File: src/rtl/lsu_pkg.sv
// Shared definitions for the load/store unit: funct3 codes, FSM states and
// access-size helpers.
package lsu_pkg;

  localparam logic [2:0] F3_B  = 3'b000;
  localparam logic [2:0] F3_H  = 3'b001;
  localparam logic [2:0] F3_W  = 3'b010;
  localparam logic [2:0] F3_BU = 3'b100;
  localparam logic [2:0] F3_HU = 3'b101;

  typedef enum logic [1:0] {
    IDLE,
    ACC0,
    ACC1,
    RESP
  } lsu_state_t;

  function automatic logic [2:0] size_bytes(input logic [1:0] sz);
    case (sz)
      2'b00:   return 3'd1;
      2'b01:   return 3'd2;
      default: return 3'd4;
    endcase
  endfunction

  function automatic logic [3:0] size_mask(input logic [1:0] sz);
    case (sz)
      2'b00:   return 4'h1;
      2'b01:   return 4'h3;
      default: return 4'hF;
    endcase
  endfunction

  function automatic logic crosses(input logic [1:0] sz, input logic [1:0] off);
    return ({1'b0, off} + size_bytes(sz)) > 3'd4;
  endfunction

  // Stores have no unsigned variants, so funct3[2] is only legal on loads.
  function automatic logic legal_op(input logic we, input logic [2:0] f3);
    logic known;
    known = (f3 == F3_B) || (f3 == F3_H) || (f3 == F3_W) ||
            (f3 == F3_BU) || (f3 == F3_HU);
    return known && !(we && f3[2]);
  endfunction

endpackage

File: src/rtl/lsu_lane_align.sv
// Combinational lane steering: store mask/data positioning and load
// shift plus sign/zero extension.
module lsu_lane_align
  import lsu_pkg::*;
(
  input  logic [2:0]  funct3_i,
  input  logic [1:0]  off_i,
  input  logic        upper_i,
  input  logic [31:0] wdata_i,
  input  logic [31:0] rd_lo_i,
  input  logic [31:0] rd_hi_i,
  output logic [3:0]  wmask_o,
  output logic [31:0] wd_o,
  output logic [31:0] rdata_o
);

  logic [7:0]  m8;
  logic [63:0] d64;
  logic [31:0] v;

  assign m8      = {4'b0000, size_mask(funct3_i[1:0])} << off_i;
  assign d64     = {32'b0, wdata_i} << {off_i, 3'b000};
  assign wmask_o = upper_i ? m8[7:4] : m8[3:0];
  assign wd_o    = upper_i ? d64[63:32] : d64[31:0];
  assign v       = 32'({rd_hi_i, rd_lo_i} >> {off_i, 3'b000});

  always_comb begin
    rdata_o = '0;
    case (funct3_i)
      F3_B:    rdata_o = {{24{v[7]}}, v[7:0]};
      F3_H:    rdata_o = {{16{v[15]}}, v[15:0]};
      F3_W:    rdata_o = v;
      F3_BU:   rdata_o = {24'b0, v[7:0]};
      F3_HU:   rdata_o = {16'b0, v[15:0]};
      default: rdata_o = '0;
    endcase
  end

endmodule

File: src/rtl/lsu_align.sv
// Load/store unit: splits requests into word-aligned memory cycles.
// Define LSU_MISALIGN_SPLIT_EN to split word-crossing accesses in two.
module lsu_align
  import lsu_pkg::*;
#(
  parameter int AW   = 32,
  parameter int XLEN = 32
) (
  input  logic            clk,
  input  logic            rst_n,
  input  logic            req_valid,
  output logic            req_ready,
  input  logic            req_we,
  input  logic [2:0]      req_funct3,
  input  logic [AW-1:0]   req_addr,
  input  logic [XLEN-1:0] req_wdata,
  output logic            resp_valid,
  output logic [XLEN-1:0] resp_rdata,
  output logic            resp_err,
  output logic [AW-1:0]   mem_a,
  output logic [XLEN-1:0] mem_wd,
  output logic [3:0]      mem_wmask,
  input  logic [XLEN-1:0] mem_rd
);

  lsu_state_t      state_q, state_d;
  logic            we_q;
  logic [2:0]      f3_q;
  logic [AW-1:0]   addr_q;
  logic [XLEN-1:0] wdata_q;
  logic            resp_valid_q, resp_valid_d;
  logic            resp_err_q, resp_err_d;
  logic [XLEN-1:0] resp_rdata_q, resp_rdata_d;

  logic            accept, illegal_in, upper, split_now;
  logic [AW-1:0]   base;
  logic [XLEN-1:0] rd_lo, rd_hi, ld_data, lane_wd;
  logic [3:0]      lane_mask;

  assign req_ready  = (state_q == IDLE);
  assign accept     = req_valid & req_ready;
  assign base       = {addr_q[AW-1:2], 2'b00};
  assign resp_valid = resp_valid_q;
  assign resp_err   = resp_err_q;
  assign resp_rdata = resp_rdata_q;

`ifdef LSU_MISALIGN_SPLIT_EN
  logic [XLEN-1:0] w0_q;

  assign illegal_in = !legal_op(req_we, req_funct3);
  assign split_now  = crosses(f3_q[1:0], addr_q[1:0]);
  assign upper      = (state_q == ACC1);
  // The high word is taken live from mem_rd in ACC1; only the low word needs holding.
  assign rd_lo      = upper ? w0_q : mem_rd;
  assign rd_hi      = upper ? mem_rd : '0;

  always_ff @(posedge clk or negedge rst_n) begin
    if (!rst_n) begin
      w0_q <= '0;
    end else if (state_q == ACC0) begin
      w0_q <= mem_rd;
    end
  end
`else
  assign illegal_in = !legal_op(req_we, req_funct3) | crosses(req_funct3[1:0], req_addr[1:0]);
  assign split_now  = 1'b0;
  assign upper      = 1'b0;
  assign rd_lo      = mem_rd;
  assign rd_hi      = '0;
`endif

  lsu_lane_align u_lane (
    .funct3_i (f3_q),
    .off_i    (addr_q[1:0]),
    .upper_i  (upper),
    .wdata_i  (wdata_q),
    .rd_lo_i  (rd_lo),
    .rd_hi_i  (rd_hi),
    .wmask_o  (lane_mask),
    .wd_o     (lane_wd),
    .rdata_o  (ld_data)
  );

  always_comb begin
    state_d      = state_q;
    mem_a        = '0;
    mem_wd       = '0;
    mem_wmask    = '0;
    resp_valid_d = 1'b0;
    resp_err_d   = 1'b0;
    resp_rdata_d = '0;
    case (state_q)
      IDLE: begin
        if (accept) begin
          if (illegal_in) begin
            state_d      = RESP;
            resp_valid_d = 1'b1;
            resp_err_d   = 1'b1;
          end else begin
            state_d = ACC0;
          end
        end
      end
      ACC0: begin
        mem_a     = base;
        mem_wd    = lane_wd;
        mem_wmask = we_q ? lane_mask : 4'h0;
        if (split_now) begin
          state_d = ACC1;
        end else begin
          state_d      = RESP;
          resp_valid_d = 1'b1;
          resp_rdata_d = we_q ? '0 : ld_data;
        end
      end
`ifdef LSU_MISALIGN_SPLIT_EN
      ACC1: begin
        mem_a        = base + AW'(4);
        mem_wd       = lane_wd;
        mem_wmask    = we_q ? lane_mask : 4'h0;
        state_d      = RESP;
        resp_valid_d = 1'b1;
        resp_rdata_d = we_q ? '0 : ld_data;
      end
`endif
      RESP:    state_d = IDLE;
      default: state_d = IDLE;
    endcase
  end

  always_ff @(posedge clk or negedge rst_n) begin
    if (!rst_n) begin
      state_q      <= IDLE;
      we_q         <= 1'b0;
      f3_q         <= '0;
      addr_q       <= '0;
      wdata_q      <= '0;
      resp_valid_q <= 1'b0;
      resp_err_q   <= 1'b0;
      resp_rdata_q <= '0;
    end else begin
      state_q      <= state_d;
      resp_valid_q <= resp_valid_d;
      resp_err_q   <= resp_err_d;
      resp_rdata_q <= resp_rdata_d;
      if (accept) begin
        we_q    <= req_we;
        f3_q    <= req_funct3;
        addr_q  <= req_addr;
        wdata_q <= req_wdata;
      end
    end
  end

endmodule

File: config.mk
export PLATFORM = sky130hd
export DESIGN_NAME = lsu_align
export DESIGN_NICKNAME = d
export VERILOG_FILES = /design/src/rtl/lsu_pkg.sv /design/src/rtl/lsu_lane_align.sv /design/src/rtl/lsu_align.sv
export SDC_FILE = /design/constraint.sdc
export NUM_CORES = 1
export LEC_CHECK = 0
export CAP_MARGIN = 20
export CELL_PAD_IN_SITES_DETAIL_PLACEMENT = 1
export CELL_PAD_IN_SITES_GLOBAL_PLACEMENT = 2
export CORE_ASPECT_RATIO = 0.9
export CORE_UTILIZATION = 27
export CTS_CLUSTER_SIZE = 14
export DETAILED_ROUTE_END_ITERATION = 16
export PLACE_DENSITY = 0.75
export SYNTH_ARGS = -nofsm -noshare
export SYNTH_HDL_FRONTEND = slang
export SYNTH_HIERARCHICAL = 1
export SYNTH_SLANG_ARGS = --single-unit
File: constraint.sdc
create_clock -name clk -period 1.65 [get_ports clk]
set_clock_uncertainty 0.05 [all_clocks]
set_input_delay 0.165 -clock clk [delete_from_list [all_inputs] [get_ports clk]]
set_output_delay 0.165 -clock clk [all_outputs]
set_load 0.005 [all_outputs]
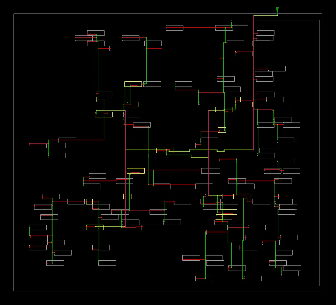
**Above:** run 1 (the clock network).
Clk. pwr: 2260 uW
CTS Sinks: 104
Inserted Clock Buffers: 9

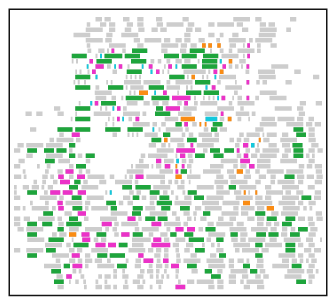
**Above:** run 1 (gate-type map).
nand cells: drawn in cyan, cells 20, most used nand2_1. aoi and oai cells: drawn in magenta, cells 71, most used a31oi_1. mux cells: drawn in green, cells 129, most used mux2_4, where spread over the die. nor cells: drawn in orange, cells 21, most used nor2b_1.
Comb area share: 38.6%
Commonest Layout Cell: clkdlybuf4s50_1
final non-filler cell total: 1,187

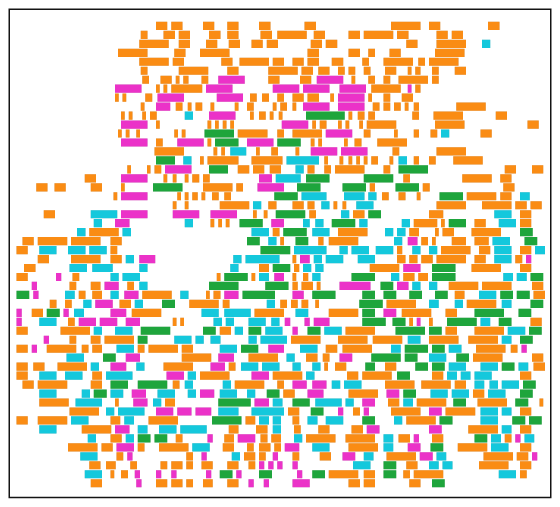
**Above:** run 1 (drive-strength map).
x1 and smaller: drawn in orange, cells 480, share 54%. x3 and x4: drawn in cyan, cells 189, share 21%. x6 and larger: drawn in green, cells 103, share 12%. x2: drawn in magenta, cells 118, share 13%.
final instance area: 11,000 um2
Buffers, non-clock: 334
Final WS setup: -0.498 ns

==> impl_metrics.csv, run 1 <==
group,metric,value,unit
cells_and_area,nNetsFinal,990,
timing,worst_slack,-0.498,ns
cells_and_area,layout_top_cells,"133 x clkdlybuf4s50_1, 102 x dfrtp_1, 73 x buf_4, 72 x and2_1, 59 x mux2_4",
routing,drt.antenna.violating_nets,0,
timing,timing.fmax,0.465,GHz
critical_path,required,1.43,ns
yosys,synth_cell_type_count,47,
timing,finalClockPeriodUsage,130,%
yosys,flop_cell,"dfrtp_1",
run_status,violations,"negative setup slack",
run_status,status,"complete, but fails checks",
global_route,grt_usage,19.1,%
routing,viasPerCell,4.68,
critical_path,cp_max_fo,6,
critical_path,critPathKind,"flip-flop to output port",
power_and_ir_drop,p_total,20700,uW
global_route,grt_antenna_before_repair,0,
floorplanning,die_y,148,um
global_route,grt.overflow.total,0,
timing,finalSetupViolCount,108,
yosys,top_area_cell,"dfrtp_1",
routing,drc,0,
floorplanning,chip_area,24200,um2
routing,vias,5550,
yosys,topCellsByArea,"dfrtp_1 41%, mux2_2 11%, and2_1 10%",
floorplanning,die_w,164,um
floorplanning,design.portCount,206,
timing,rsz0062_at_grt,"true",
power_and_ir_drop,leakagePower,0.00495,uW
timing,slew_headroom,41.9,%
## run 1: where the power goes
group / total, uW / internal, uW / switching (uW)
logic: 13900 / 8360 / 5560
clock network: 2260 / 1090 / 1180
registers: 4560 / 3630 / 921
total: 20700 / 13100 / 7660
## run 1: kinds of logic after synthesis
family                     after synthesis  share of synthesized area (%)
muxes                                  129                           28.6
adders and majority gates                2                          0.511
buffers and inverters                   62                           6.10
other                                    1                         0.0589
AOI/OAI and AO/OA                       80                           9.44
xor gates and xnor gates                 1                          0.138
DFF                                    104                           40.9
and+or+nand+nor                        152                           14.3
## run 1: registers in the layout, indices dropped and copies added, names as in the netlist
name	flops
we_q	1
wdata_q	32
resp_rdata	32
resp_err	1
state_q	2
addr_q	32
f3_q	3
resp_valid	1
## run 1: worst max-delay path, cell delays in order, from the launching register on
cell       delay [ns]
dfrtp_4          0.55
buf_12           0.17
nor2_4           0.13
buf_6            0.13
a22o_1           0.15
buf_4            0.12
o2bb2ai_2        0.09
and2_1           0.12
buf_2            0.10
## run 1: through the flow
stage / cell area, um2 / hold slack (ns) / std cells / setup TNS (ns)
5_1_grt: 11000 / 0.151 / 1187 / -34.61
6_report: 11000 / 0.135 / 1187 / -26.25
2_1_floorplan: 6570 / -0.181 / 587 / 0
3_3_place_gp: 9430 / -0.0260 / 1121 / -29.53
4_1_cts: 10400 / 0.129 / 1171 / -31.94
3_5_place_dp: 9430 / -0.0285 / 1121 / -32.76
## run 1: synthesized netlist by cell type, drive strengths merged (12+ instances only)
library cell	n
mux4	31
o2bb2ai	18
inv	14
mux2	71
a31oi	16
buf	33
nand2	17
dfrtp	104
o21ai	12
clkbuf	14
and2	105
mux2i	27
## run 1: metal layers
metal	GRT usage (%)	vias up	wire [um]
met1	24.8	2805	10800
met4	6.48	0	573
met3	2.89	31	990
met2	32.3	150	12000
met5	0	-	0
li1	-	2564	-
## run 1: worst max-delay path by stage
stage | start | slack (ns) | end
floorplan | addr_q[1]$_DFFE_PN0P_ | 0.02 | mem_wmask[0]
global placement | addr_q[0]$_DFFE_PN0P_ | -0.49 | resp_rdata[13]$_DFF_PN0_
detailed placement | addr_q[0]$_DFFE_PN0P_ | -0.54 | resp_rdata[15]$_DFF_PN0_
CTS | addr_q[0]$_DFFE_PN0P_ | -0.49 | mem_wd[21]
global route | addr_q[0]$_DFFE_PN0P_ | -0.56 | mem_wd[23]
finish | addr_q[0]$_DFFE_PN0P_ | -0.50 | mem_wd[23]
## run 1: layout make-up
type	count	area [um2]	area share, %
clock inverter	7	80.1	0.728
sequential	104	2610	23.7
inverter	15	58.8	0.534
timing repair buffer	334	3410	31.0
clock buffer	9	225	2.05
tap	297	372	3.38
multi-input combinational	421	4250	38.6
## run 1: what timing repair did
item,4_1_cts,5_1_grt
resized,352,152
hold buffers,1,0
endpoints found under the setup margin,105,168
hold endpoints to repair,104,0
pin swaps,79,55
cloned,8,8
setup buffers,28,18
==> run 2: changes to the inputs <==
Settings changed: CTS_CLUSTER_SIZE 14 to default, PLACE_DENSITY 0.75 to default, PLACE_DENSITY_LB_ADDON from default to 0.2.
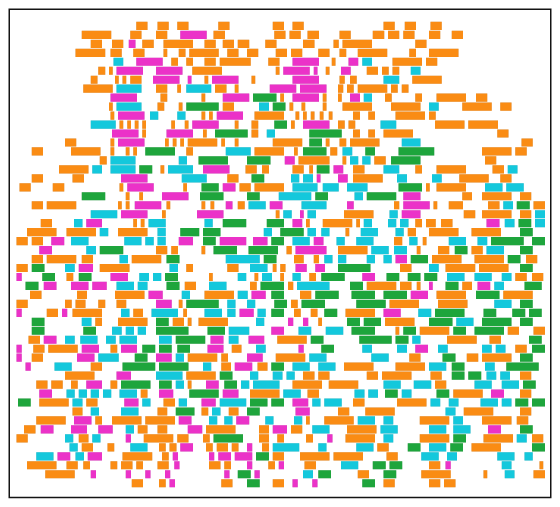
**Above:** run 2 (drive-strength map).
x2: drawn in magenta, cells 137, share 15%. x3 and x4: drawn in cyan, cells 210, share 23%. x1 and smaller: drawn in orange, cells 432, share 47%. x6 and larger: drawn in green, cells 141, share 15%.
Buffers, non-clock: 364
final instance area: 11,700 um2
synth-to-layout area growth: 83.9%
Final WS setup: -0.592 ns

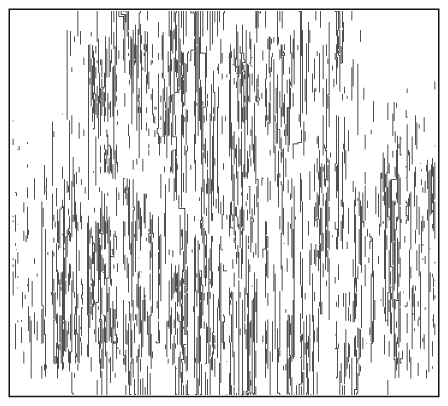
**Above:** run 2 (signal wires on met2).
The longest straight run is 76.8 um. The layer holds 50% of the routed length. The wires run mostly vertical.
Routed WL: 25,700 um
met2 usage: 34.4%

==> run 2 against run 1 <==
The run still ends with negative setup slack left. Cell count up 2.5%. Synthesized cell count stayed put. Clock power rose by 6%. Worst hold slack gained 0.056 ns. Sequential cell count unchanged. Routed wire length increased by 5.9%. Count of clock-buffer cells in the layout unchanged. Largest cell class unchanged. Highest routed layer is now met5.
==> impl_metrics.csv, run 2 <==
group,metric,value,unit
run_status,status,"complete, but fails checks",
yosys,topCellsByArea,"dfrtp_1 41%, mux2_2 11%, and2_1 10%",
yosys,mux_share,28.6,%
routing,drc,0,
timing,finalSetupViolCount,104,
run_status,violations,"negative setup slack",
floorplanning,die_y,148,um
routing,vias,5732,
cells_and_area,nNetsFinal,1020,
critical_path,worst_path_dominant_cell_family,"buffers and inverters",
critical_path,cp_cell_sequence,"buf_4 -> buf_16 -> buf_4 -> mux2i_2 -> o2bb2ai_1 -> and2_1 -> clkdlybuf4s15_2",
timing,worst_slack,-0.592,ns
power_and_ir_drop,p_total,22700,uW
yosys,common_cells,"104 x dfrtp_1, 103 x and2_1, 61 x mux2_2",
yosys,adder_share,0.511,%
cells_and_area,layout_top_cells,"132 x clkdlybuf4s50_1, 102 x dfrtp_1, 85 x buf_6, 72 x buf_4, 57 x conb_1",
critical_path,required,1.43,ns
yosys,synthSimpleGateAreaFrac,14.3,%
critical_path,slowest_stage,"dfrtp_4",
yosys,top_area_cell,"dfrtp_1",
cells_and_area,final_common_cell,"clkdlybuf4s50_1",
global_route,grt_usage,20.2,%
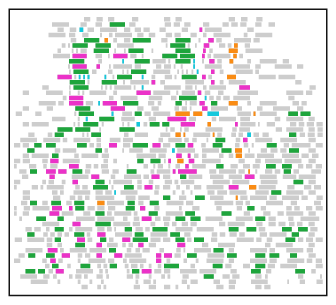
**Above:** run 2 (gate-type map).
nor cells: drawn in orange, cells 21, most used nor2_1. aoi and oai cells: drawn in magenta, cells 71, most used o2bb2ai_1. mux cells: drawn in green, cells 129, most used mux2_4, where spread over the die. nand cells: drawn in cyan, cells 20, most used nand2_1.
final non-filler cell total: 1,217
Comb area share: 37.8%

[run 2: cell counts after synthesis]
Identical to the previous run, type by type.
[run 2: area by class of cell]
type                    instances  area [um2]
clock buffers                   9         225
well taps                     297         372
repair buffers                364        3920
fillers                      2358       11100
multi-input cells             421        4430
clock inverters                 7         100
flip-flops and latches        104        2610
inverters                      15        56.3
[run 2: worst reg2reg max path, delay by kind of cell (launching register included)]
family / cells / cell delay (ns)
buffers and inverters: 7 / 0.93
and+or+nand+nor: 2 / 0.33
AOI/OAI and AO/OA: 2 / 0.24
DFF: 1 / 0.55
[run 2: kinds of logic (layout without fill, tap and decap cells)]
group / after synthesis / count (layout)
multiplexers: 129 / 129
XOR/XNOR: 1 / 1
AND/OR/NAND/NOR: 152 / 152
buffers and inverters: 62 / 395
flip-flops: 104 / 104
adder cells (fa/ha/maj): 2 / 2
AND-OR/OR-AND: 80 / 80
other: 1 / 57
[run 2: worst max path at each step]
stage / cells after the start / endpoint / start / slack (ns)
floorplan: 6 / mem_wmask[0] / addr_q[1]$_DFFE_PN0P_ / 0.02
global placement: 5 / mem_wd[28] / addr_q[0]$_DFFE_PN0P_ / -0.49
detailed placement: 8 / state_q[1]$_DFFE_PN0P_ / req_funct3[1] / -0.57
CTS: 9 / mem_wd[20] / addr_q[0]$_DFFE_PN0P_ / -0.59
global route: 7 / mem_wd[22] / addr_q[0]$_DFFE_PN0P_ / -0.63
finish: 7 / mem_wd[22] / addr_q[0]$_DFFE_PN0P_ / -0.59
[run 2: what timing repair did]
item,4_1_cts,5_1_grt
gates cloned,11,6
hold endpoints to repair,22,0
pin swaps,67,48
setup endpoints to repair,129,157
resized,379,204
hold buffers,1,0
buffers inserted,50,18
[run 2: metal layers]
layer	GRT usage, %	wire, um
met4	4.58	443
met1	26.6	11300
met5	0	27
met2	34.4	13000
met3	3.62	1000
[run 2: per-stage QoR]
stage	worst slack [ns]	cells	util, %
2_1_floorplan	0.0166	587	-
3_3_place_gp	-0.490	1125	41.6
3_5_place_dp	-0.566	1125	41.6
4_1_cts	-0.591	1200	47.3
5_1_grt	-0.630	1217	51.4
6_report	-0.592	1217	51.4
[run 2: power breakdown]
group / internal, uW / switching, uW / total (uW)
combinational: 9580 / 6190 / 15800
sequential: 3640 / 896 / 4530
clock: 1230 / 1170 / 2400
total: 14400 / 8260 / 22700
==> run 3: changes to the inputs <==
Settings changed: CORE_UTILIZATION 27 to 24, SYNTH_HIERARCHICAL 1 to default.
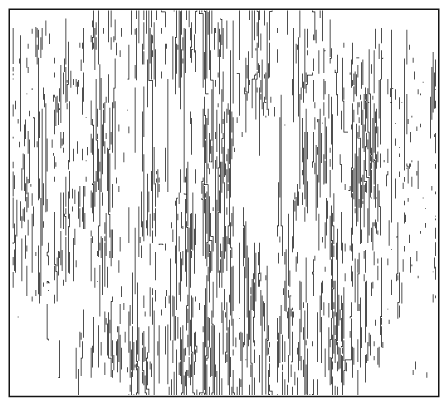
**Above:** run 3 (signal wires on met2).
801 nets have wire on it. The layer carries 10,400 um of wire.
Routed WL: 21,000 um
via count: 4,702

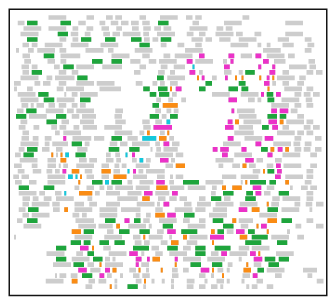
**Above:** run 3 (gate-type map).
nor cells: drawn in orange, cells 64, most used nor2_1, where spread over the die. aoi and oai cells: drawn in magenta, cells 73, most used a211oi_2. nand cells: drawn in cyan, cells 11, most used nand2_1. mux cells: drawn in green, cells 104, most used mux2_4, where spread over the die.
final non-filler cell total: 1,046
Comb area share: 32.8%

==> run 3 against run 2 <==
The flow still finishes with violations (negative setup slack). Sequential cell count stayed put. Count of clock-buffer cells in the layout increased by 3. Clock power fell by 7%. Utilization down 3.6 points. Design area decreased by 14%. Fmax grew 11%. Via count decreased by 18%. Area after synthesis fell by 19%. Combinational power shrank 26%. Setup slack improved by 0.22 ns. Die area fell by 8.7%. Non-clock buffer count down 41.
==> impl_metrics.csv, run 3 <==
group,metric,value,unit
yosys,synth_cell_type_count,33,
timing,worst_slack,-0.369,ns
yosys,top_area_cell,"dfrtp_1",
cts,cts.sinks,104,
placed_design,post-place-ws,-0.458,ns
cells_and_area,nFillCells,2177,
cells_and_area,final_common_cell,"clkdlybuf4s50_1",
power_and_ir_drop,leakagePower,0.00445,uW
global_route,grt_antenna_before_repair,0,
cells_and_area,combGateArea,3280,um2
cells_and_area,layout_top_cells,"131 x clkdlybuf4s50_1, 100 x dfrtp_1, 78 x buf_6, 67 x mux2_4, 43 x buf_4",
timing,finalSetupViolCount,147,
cts,cts-buffers-inserted,9,
yosys,most_common_cell,"dfrtp_1",
timing,finalClockPeriodUsage,122,%
global_route,grt.overflow.total,0,
floorplanning,die_y,141,um
routing,viasPerCell,4.50,
yosys,flop_cell,"dfrtp_1",
critical_path,required,1.43,ns
timing,timing.fmax,0.495,GHz
run_status,status,"complete, but fails checks",
routing,drc,0,
global_route,grt_usage,19.3,%
critical_path,critPathKind,"flip-flop to output port",
run_status,violations,"negative setup slack",
routing,drt.antenna.violating_nets,0,
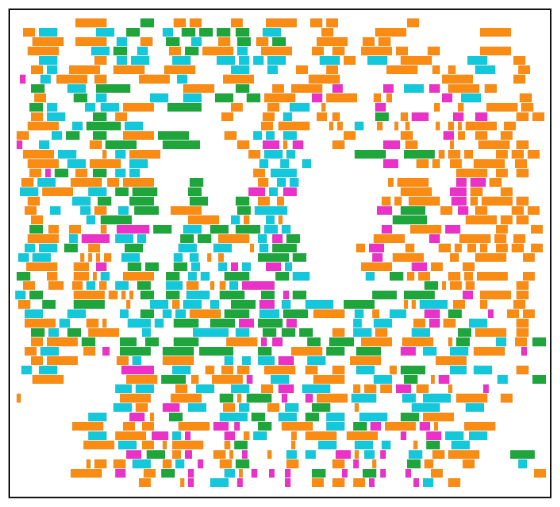
**Above:** run 3 (drive-strength map).
x2: drawn in magenta, cells 91, share 12%. x1 and smaller: drawn in orange, cells 354, share 47%. x6 and larger: drawn in green, cells 127, share 17%. x3 and x4: drawn in cyan, cells 188, share 25%.
final instance area: 10,000 um2
Buffers, non-clock: 323
Final WS setup: -0.369 ns

[run 3: netlist changes by cell type after synthesis, sizes merged, moves of 10 or more]
cell / previous run / this run
o2bb2ai: 18 / 1
nor2: 9 / 41
a31oi: 16 / 0
nand2: 17 / 7
a21oi: 3 / 18
mux4: 31 / 0
buf: 33 / 18
and2: 105 / 45
inv: 14 / 4
a211oi: 8 / 33
[run 3: layer usage]
layer  global-route usage (%)  share of wire, %  wire, um  vias to the layer above
met5                        0                 0         0                        -
met1                     24.1                44      9200                     2368
met3                     4.92               5.2      1090                       15
met4                     4.39               1.2       249                        0
li1                         -                 -         -                     2188
met2                     33.2                50     10400                      131
[run 3: repair_timing]
action	4_1_cts	5_1_grt
hold buffers	1	0
gates cloned	14	3
setup buffers	48	8
endpoints found under the setup margin	160	168
resized	492	140
hold endpoints to repair	104	0
pin swaps	42	56
[run 3: layout make-up]
class	count	share of cell area, %
clock buffers	12	2.46
clock inverters	4	0.537
inverters	4	0.175
multi-input cells	313	32.8
flip-flops and latches	104	26.0
well taps	286	3.57
repair buffers	323	34.5
[run 3: report_power, final]
part	total [uW]	internal [uW]	switching, uW
registers	4600	3610	988
clock network	2240	1220	1010
logic	11700	7140	4560
total	18500	12000	6570
[run 3: cell families after synthesis]
kind of cell / Yosys count / share of synthesized area, %
other cells: 1 / 0.0727
simple gates: 121 / 12.7
compound gates: 82 / 10.6
xor+xnor: 2 / 0.340
buf+inv: 37 / 3.40
fa+ha+maj: 2 / 0.631
flops: 104 / 50.4
mux: 104 / 21.8
[run 3: path summary, 6_finish.rpt]
| check | from | to | depth (start not counted) |
|---|---|---|---|
| worst max register to register | addr_q[0]$_DFFE_PN0P_ | resp_rdata[29]$_DFF_PN0_ | 7 |
| worst min-delay path | req_addr[0] | addr_q[0]$_DFFE_PN0P_ | 3 |
| worst min register to register | wdata_q[28]$_DFFE_PN0P_ | wdata_q[28]$_DFFE_PN0P_ | 1 |
| worst max-delay path | addr_q[0]$_DFFE_PN0P_ | mem_wd[30] | 6 |
| max in group asynchronous | rst_n | addr_q[0]$_DFFE_PN0P_ | 3 |
| min in group asynchronous | rst_n | wdata_q[0]$_DFFE_PN0P_ | 3 |
[run 3: critical path, cell delays in order (launching register included)]
cell and delay [ns]:
dfrtp_4 0.52, buf_12 0.15, buf_12 0.13, buf_12 0.12, mux2i_4 0.18, a211oi_2 0.21, buf_2 0.15
[run 3: metrics by stage]
step,cells,hold WS (ns),setup TNS (ns)
after floorplan,454,-0.181,-0.120
after global placement,970,0.240,-23.07
after detailed placement,970,0.244,-24.60
after CTS,1048,0.256,-37.15
after global routing,1046,0.186,-39.79
final,1046,0.160,-30.42
Power figures rest on the tool's default switching activity, not on a simulated workload.
